==> config.mk <==
export PLATFORM = sky130hd
export DESIGN_NAME = alu_status_reg_m
export DESIGN_NICKNAME = d
export VERILOG_FILES = /design/src/rtl/alu_status_reg_m.sv
export SDC_FILE = /design/constraint.sdc
export NUM_CORES = 1
export LEC_CHECK = 0
export ABC_AREA = 1
export CAP_MARGIN = 0
export CORE_MARGIN = 2
export CORE_UTILIZATION = 40
export DETAILED_ROUTE_END_ITERATION = 8
export PLACE_DENSITY = 0.71
export SLEW_MARGIN = 20
export SYNTH_ARGS = -nofsm -noshare
export SYNTH_HDL_FRONTEND = slang
export SYNTH_SLANG_ARGS = --single-unit
export TNS_END_PERCENT = 30
==> constraint.sdc <==
create_clock -name clk -period 1.89 [get_ports clk]
set_input_delay 0.378 -clock clk [delete_from_list [all_inputs] [get_ports clk]]
set_output_delay 0.378 -clock clk [all_outputs]
set_load 0.005 [all_outputs]
Fig. 1: placement by cell class
Fill, decap, tap and diode cells in gray.
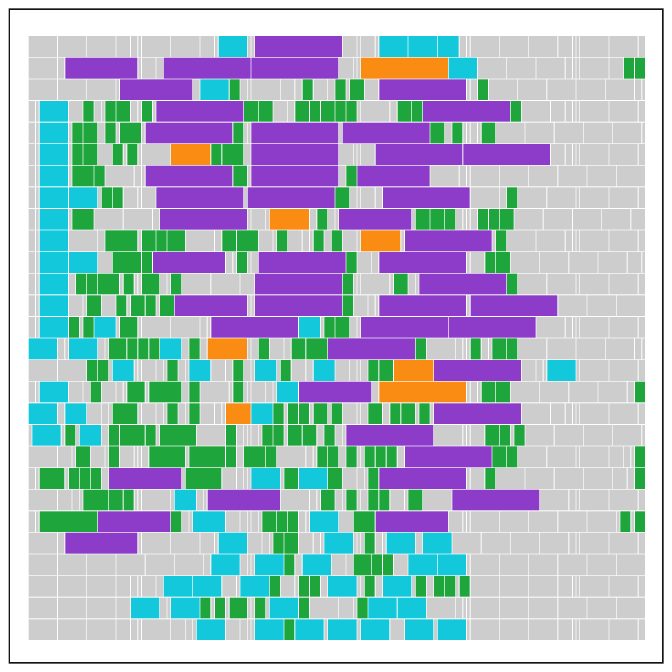
- clock drivers and dummy loads: orange (cells 8; share of their area 4.4%)
- flops: purple (cells 48; share of their area 44%)
- other buffers and delay cells: cyan (cells 67; share of their area 20%)
- combinational and other logic: green (cells 204; share of their area 31%)
core area: 5920 um2
Final Util: 54.3%
flop share of the area: 42.9%
# rows: 28

Fig. 2: wire density map
The bar under the picture is 20 um long. 16 x 16 tiles, from dark blue (low) to red (high), scaled to the fullest tile. Values are wire area over tile area, all layers added.
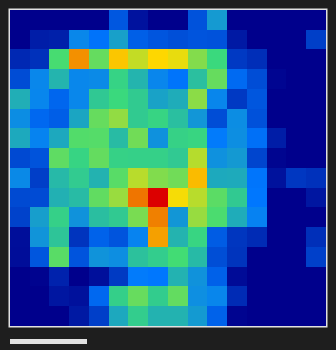
- tiles over half the peak: 15%
- emptiest ninth of the die: south-east
- densest ninth of the die: center
- nearly empty tiles: 25%
- fullest tile: 0.51
Detailed Route WL: 5530 um
Total GRT Usage: 18.5%
WL per Instance: 13.8 um

Fig. 3: met1 routing
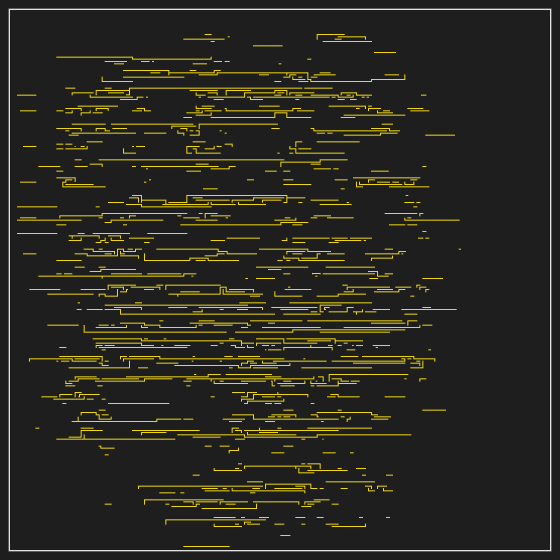
- main direction: horizontal
- wire length on this layer: 2410 um
Via Count: 1944
met1 Track Usage GR: 23.8%

==> notes.md <==
yosys + openroad results -> status complete, no violations, pwr dens roughly 1300 nW/um2, clock buffer depth 2, layout cells sized above 1 about 11%, Synth Instances between 200 and 300, area grow syn2layout 31.8%, count of final setup violators 0, CP required 1.51 ns, Highest Signal Layer met4, Min-Delay Path Class primary input to asynchronous set/reset pin, clock transition at the registers of the reported paths approximately 0.090 ns, Worst Skew about 0.0049 ns, RSZ-0062 raised after global routing false, Area leader share around 44%, slowest stage cell, crit path clkdlybuf4s50_1, ys cells between 200 and 300, met2 WL post-DR 2720 um, CTS tree built, Top FF cell, synth edfxtp_1, DRT iter0 DRCs a little under 200, Mapped Area ~2400 um2, CP startpoint kind flop, Die ar. between 6000 and 7000 um2, final hold violation count 0
[worst register-to-register path: cells and delay by family, from the launching register on]
kind	cells	cell delay, ns
and+or+nand+nor	2	0.26
DFF	1	0.43
adders and majority gates	1	0.25
buffers and inverters	2	0.30
AOI/OAI and AO/OA	1	0.20
[report_power, final]
group          switching (mW)  internal [mW]  leakage [nW]
Sequential              0.204           1.44         0.462
Combinational           0.944          0.710         0.827
Clock                   0.350          0.532        0.0687
Total                    1.50           2.68          1.36
[stage by stage]
stage               setup slack (ns)  setup TNS, ns  area (um2)  util, %
finish                        0.0770              0        3220     54.3
global route                  0.0141              0        3220     54.3
CTS                          0.00991              0        3210     54.3
detailed placement           0.00977              0        3080     51.9
global placement              0.0395              0        3080     51.9
floorplan                    -0.0763          -2.75        2460        -
[layout by cell type, fill, tap and decap left out, drive strengths merged, types with 2 or more instances in the layout]
master         instances
nand2                 78
clkdlybuf4s50         53
edfxtp                36
inv                   28
nor2                  26
o21ai                 17
nand3                 16
buf                   14
dfrtp                 12
a21oi                 12
conb                   7
clkbuf                 5
ha                     4
o211ai                 3
nand3b                 2
nand4                  2
xor2                   2
a22oi                  2
bufinv                 2
nor3                   2
[routing by layer]
layer  global-route usage (%)  vias up
li1                         -      970
met1                     23.8      901
met2                     31.3       65
met3                     4.67        8
met4                     4.83        0
met5                        0        -
[timing repair]
item / in CTS / in global routing
setup buffers: 0 / 0
hold buffers: 0 / 0
endpoints found under the hold margin: 0 / 0
setup endpoints to repair: 0 / 1
resized: 0 / 1
[cell type report]
class,instances,area [um2]
clock buffer,5,68.8
tap,75,93.8
multi-input combinational,177,863
fill,562,2700
inverter,27,101
timing repair buffer,67,639
sequential,48,1380
clock inverter,3,68.8
[logic make-up after synthesis]
group           share of synthesized area (%)
simple gates                             22.0
flops                                    56.6
buf+inv                                  8.97
compound gates                           8.66
fa+ha+maj                                2.87
xor+xnor                                0.718
other cells                             0.154
No activity file was given, so power comes from the tool's default toggle rates.
